Figure 1. Clock distribution.
Drawn at 10 px/µm.
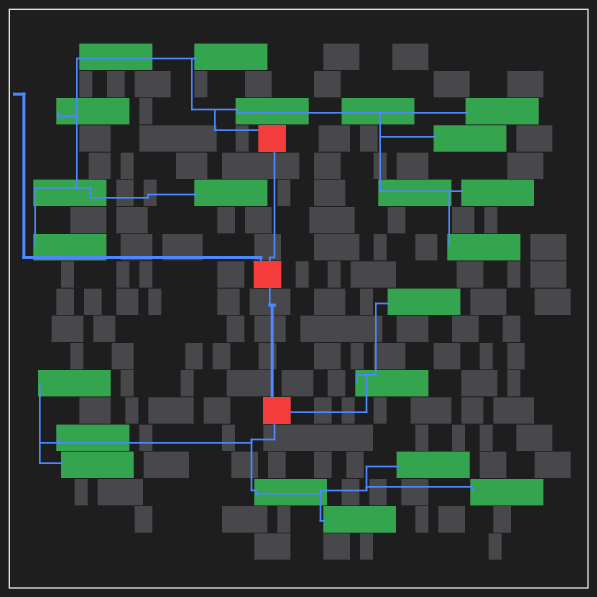
Figure 2. I/O pins on the die edge.
Drawn at 4 px/µm. Pins as bars across the die edge, other pins in grey.
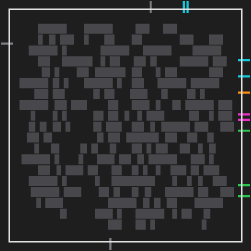
### src/rtl/sig_pkg.sv
// sig_pkg: light encodings, controller states and phase-index width shared by signal blocks
package sig_pkg;
  localparam int PHASE_W = 3;
  localparam logic [1:0] RED = 2'd0, YELLOW = 2'd1, GREEN = 2'd2;
  typedef enum logic [1:0] {S_GREEN, S_YELLOW, S_ALLRED, S_FLASH} state_t;
endpackage

### src/rtl/rr_phase_arb.sv
// rr_phase_arb: picks the nearest requesting phase after cur_i (cur_i itself last), 0 if none
module rr_phase_arb
  import sig_pkg::*;
#(
  parameter int N_PHASE = 2
) (
  input  logic [N_PHASE-1:0] req_i,
  input  logic [PHASE_W-1:0] cur_i,
  output logic [PHASE_W-1:0] nxt_o
);
  always_comb begin
    int best, d;
    best = N_PHASE + 1;
    d = 0;
    nxt_o = '0;
    for (int j = 0; j < N_PHASE; j++) begin
      d = (j - int'(cur_i) + N_PHASE) % N_PHASE;
      d = (d == 0) ? N_PHASE : d;
      if (req_i[j] && d < best) begin
        best = d;
        nxt_o = PHASE_W'(j);
      end
    end
  end
endmodule

### src/rtl/multi_phase_sig_control.sv
// multi_phase_sig_control: N-phase signal controller, round-robin service on latched demand,
// phase 0 rest/recall, cycle-counted intervals and night flash; all outputs registered
module multi_phase_sig_control
  import sig_pkg::*;
#(
  parameter int N_PHASE = 2,
  parameter int TW = 8,
  parameter int MIN_GREEN = 4,
  parameter int MAX_GREEN = 10,
  parameter int YELLOW_TIME = 2,
  parameter int ALLRED_TIME = 1,
  parameter int FLASH_HALF = 8
) (
  input  logic                 clock,
  input  logic                 clear,
  input  logic [N_PHASE-1:0]   X,
  input  logic                 flash_en,
  output logic [2*N_PHASE-1:0] lights,
  output logic [PHASE_W-1:0]   cur_phase,
  output logic                 busy_clr
);
  localparam int LW = 2 * N_PHASE;
  localparam logic [TW-1:0] MIN_T = TW'(MIN_GREEN - 1);
  localparam logic [TW-1:0] MAX_T = TW'(MAX_GREEN - 1);
  localparam logic [TW-1:0] YEL_T = TW'(YELLOW_TIME - 1);
  localparam logic [TW-1:0] AR_T = TW'(ALLRED_TIME - 1);
  localparam logic [TW-1:0] FL_T = TW'(FLASH_HALF - 1);

  state_t state_q, state_d;
  logic [PHASE_W-1:0] phase_q, phase_d, nxt;
  logic [TW-1:0] timer_q, timer_d;
  logic [N_PHASE-1:0] req_q, req_d, arb_req, own;
  logic [LW-1:0] lights_q, lights_d;
  logic tog_q, tog_d, fl_q, fl_d, busy_q, busy_d;
  logic other, xp, min_ok, max_ok, entry;

  rr_phase_arb #(.N_PHASE(N_PHASE)) u_arb (.req_i(arb_req), .cur_i(phase_q), .nxt_o(nxt));

  always_comb begin
    own = N_PHASE'(1) << phase_q;
    arb_req = req_q | X | N_PHASE'(phase_q != '0);
    other = |(req_q & ~own) | (phase_q != '0);
    xp = |(X & own);
    min_ok = timer_q >= MIN_T;
    max_ok = timer_q >= MAX_T;
    state_d = state_q;
    phase_d = phase_q;
    tog_d = tog_q;
    fl_d = fl_q;
    unique case (state_q)
      S_GREEN:  state_d = (min_ok && (flash_en || (other && (!xp || max_ok)))) ? S_YELLOW : S_GREEN;
      S_YELLOW: state_d = (timer_q == YEL_T) ? S_ALLRED : S_YELLOW;
      S_ALLRED: if (timer_q == AR_T) begin
        state_d = flash_en ? S_FLASH : S_GREEN;
        phase_d = flash_en ? phase_q : fl_q ? '0 : nxt;
        fl_d = 1'b0;
      end
      S_FLASH: begin
        state_d = flash_en ? S_FLASH : S_ALLRED;
        fl_d = !flash_en;
        tog_d = tog_q ^ (timer_q == FL_T);
      end
    endcase
    entry = state_d != state_q;
    tog_d = (entry && state_d == S_FLASH) ? 1'b0 : tog_d;
    timer_d = (entry || (state_q == S_FLASH && timer_q == FL_T)) ? '0 : (&timer_q ? timer_q : timer_q + 1'b1);
    // a sensor still high on the grant edge re-latches on the following edge
    req_d = (req_q | X) & ~((entry && state_d == S_GREEN) ? (N_PHASE'(1) << phase_d) : '0);
    busy_d = state_d == S_YELLOW || state_d == S_ALLRED;
    lights_d = '0;
    for (int i = 0; i < N_PHASE; i++)
      lights_d[2*i +: 2] = (phase_d == PHASE_W'(i) && state_d == S_GREEN) ? GREEN :
                           (phase_d == PHASE_W'(i) && state_d == S_YELLOW) ? YELLOW :
                           (i == 0 && state_d == S_FLASH && tog_d) ? YELLOW : RED;
  end

  always_ff @(posedge clock)
    if (clear) begin
      state_q <= S_GREEN;
      phase_q <= '0;
      timer_q <= '0;
      req_q <= '0;
      tog_q <= 1'b0;
      fl_q <= 1'b0;
      busy_q <= 1'b0;
      lights_q <= LW'(GREEN);
    end else begin
      state_q <= state_d;
      phase_q <= phase_d;
      timer_q <= timer_d;
      req_q <= req_d;
      tog_q <= tog_d;
      fl_q <= fl_d;
      busy_q <= busy_d;
      lights_q <= lights_d;
    end

  assign lights = lights_q;
  assign cur_phase = phase_q;
  assign busy_clr = busy_q;
endmodule

### config.mk
export PLATFORM = sky130hd
export DESIGN_NAME = multi_phase_sig_control
export DESIGN_NICKNAME = d
export VERILOG_FILES = /design/src/rtl/sig_pkg.sv /design/src/rtl/rr_phase_arb.sv /design/src/rtl/multi_phase_sig_control.sv
export SDC_FILE = /design/constraint.sdc
export NUM_CORES = 1
export LEC_CHECK = 0
export CAP_MARGIN = 10
export CELL_PAD_IN_SITES_DETAIL_PLACEMENT = 1
export CELL_PAD_IN_SITES_GLOBAL_PLACEMENT = 1
export CORE_UTILIZATION = 40
export DETAILED_ROUTE_END_ITERATION = 12
export HOLD_SLACK_MARGIN = 0.15
export PLACE_DENSITY = 0.81
export SLEW_MARGIN = 40
export SYNTH_ARGS = -nofsm -noshare
export SYNTH_HDL_FRONTEND = slang
export SYNTH_HIERARCHICAL = 1
export SYNTH_SLANG_ARGS = --single-unit
export TNS_END_PERCENT = 5
### constraint.sdc
create_clock -name clock -period 2.75 [get_ports clock]
set_input_delay 0.55 -clock clock [delete_from_list [all_inputs] [get_ports clock]]
set_output_delay 0.55 -clock clock [all_outputs]
set_load 0.01 [all_outputs]
==> run summary <==
status - complete, but fails checks
failing checks - DRC
post-synthesis simple-gate area fraction - 0.283
1st-pass router iterations - 8
most frequent CP cell - o211ai_1
Setup Total Neg Slack - 0 ps
number of enable flip-flop cells - 0
DR WL met3 - 78 µm
chip area - 0.00333 mm²
unrepaired setup endpoints after global routing - false
Flop Count - 22
Post-synth area hogs - dfxtp_1 35%, ha_1 6.0%, nor2_1 6.0%
core area - 0.00285 mm²
fraction of registers with async set/reset - 0
global placement routability congestion - 0.904
switch share - 0.284
Overall Power - 0.784 mW
sw power - 0.223 mW
Worst setup EP type - flop
yosys xor share - 0.0282
CP Data Required Time - 2970 ps
synthesized area - 0.00124 mm²
# diodes - 0
dominant logic cell types in the final layout - 22 x dfxtp_1, 20 x nor2_1, 12 x clkdlybuf4s50_1
Seq pwr share - 0.463
# IOs - 13
CLK BUF - 3
YS warnings - 6
Layout area overhead - 16.2%
Max Used Layer - met4
first-pass GRT wire length - 5220 µm
comb area leader - simple AND/OR/NAND/NOR gates
drc violations - 2
non-filler cells, final - 185
mi-comb count - 107
Num CTS Buffers - 3
initial antenna violation count - 0
Leakage - 0.572 nW
Fmax - 409 MHz
Seq area share - 0.305
Hold-fix buffers, CTS - 0
Seq/Total Area, Yosys - 0.354
synthesis area per yosys - 0.00124 mm²
largest net degree at the start of global routing - 14
final hold violations - 0
Mux area share - 0.0252
CTS Buffer Depth - 2
Nets - 166
CP cell instances - or4_4 -> or3_4 -> nand3b_1 -> o211ai_1 -> inv_1 -> ha_1 -> a21boi_0 -> o211ai_1 -> a21oi_1
Flops after synth - 22
OpenROAD warnings - 30
pwr/cell area - 543 mW/mm²
HP Class - flop to flop
Sequential Area - 440 µm²
crit path kind - flop to flop
Gate power share - 0.218
critical path fanouts, max - 6
Top cell area share - 0.354
# setup viols final - 0
post-placement cell count - 181
Worst Tran Pin Value - 528 ps
clk sink count - 22
clk root buf - clkbuf_4
Latency at later pin - 310 ps
WL met2 - 1600 µm
Notes on Figure 1 above:
blue -> clock wires  # length 287 µm
green -> flip-flops  # count 22
red -> clock-net drivers  # count 3
flops lie = all over the die
final setup skew: 4.34 ps
Clock Power Share: 0.319

Notes on Figure 2 above:
orange -> clear  # pins 1, direction input, edge right
green -> cur_phase  # pins 3, direction output, edge right
magenta -> X  # pins 2, direction input, edge right
cyan -> lights  # pins 4, direction output, edge 2 top, 2 right
Die Height: 57.7 µm
Die Wd: 57.7 µm

[power groups by stage]
| stage | clock, mW | combinational (mW) | sequential, mW |
|---|---|---|---|
| after floorplan | 0 | 0.130 | 0.358 |
| final | 0.250 | 0.171 | 0.363 |
| after detailed placement | 0 | 0.166 | 0.370 |
| after global routing | 0.266 | 0.193 | 0.366 |
| after global placement | 0 | 0.161 | 0.367 |
| after CTS | 0.258 | 0.172 | 0.363 |
[critical path: cells and delay by family, from the launching register on]
kind,cells,cell delay (ps)
simple gates,3,1130
compound gates,4,500
buf+inv,1,110
flops,1,400
fa+ha+maj,1,210
[kinds of logic after synthesis]
family | count (synthesis)
flops | 22
mux | 3
compound gates | 31
xor+xnor | 4
buf+inv | 14
other cells | 1
fa+ha+maj | 6
simple gates | 61
[per-layer routing]
| layer | vias up | GRT usage |
|---|---|---|
| met5 | - | 0 |
| met4 | 0 | 0.0748 |
| met3 | 4 | 0.0268 |
| met2 | 15 | 0.397 |
| met1 | 525 | 0.225 |
| li1 | 538 | - |
[worst paths after layout]
path,startpoint,to,cells after the start
hold reg to reg,tog_q,tog_q,2
setup / recovery,timer_q[7],lights[0],9
setup reg to reg,timer_q[7],lights[0],9
hold / removal,tog_q,tog_q,2
[state kept, by name, summed over array words and instances (netlist names)]
signal and flops:
state_q 2, timer_q 8, cur_phase 3, lights 4
busy_clr 1, req_q 2, fl_q 1, tog_q 1
[metrics by stage]
step	utilization	setup slack [ps]	area, µm²
floorplan	-	545	1250
global placement	0.486	285	1390
detailed placement	0.486	240	1390
CTS	0.504	211	1440
global route	0.506	166	1440
finish	0.506	306	1440
[timing repair]
action / CTS / global route
gates resized: 0 / 1
buffers inserted: 0 / 0
hold endpoints to repair: 0 / 0
setup endpoints to repair: 0 / 1
Power and IR drop assume default switching activity.
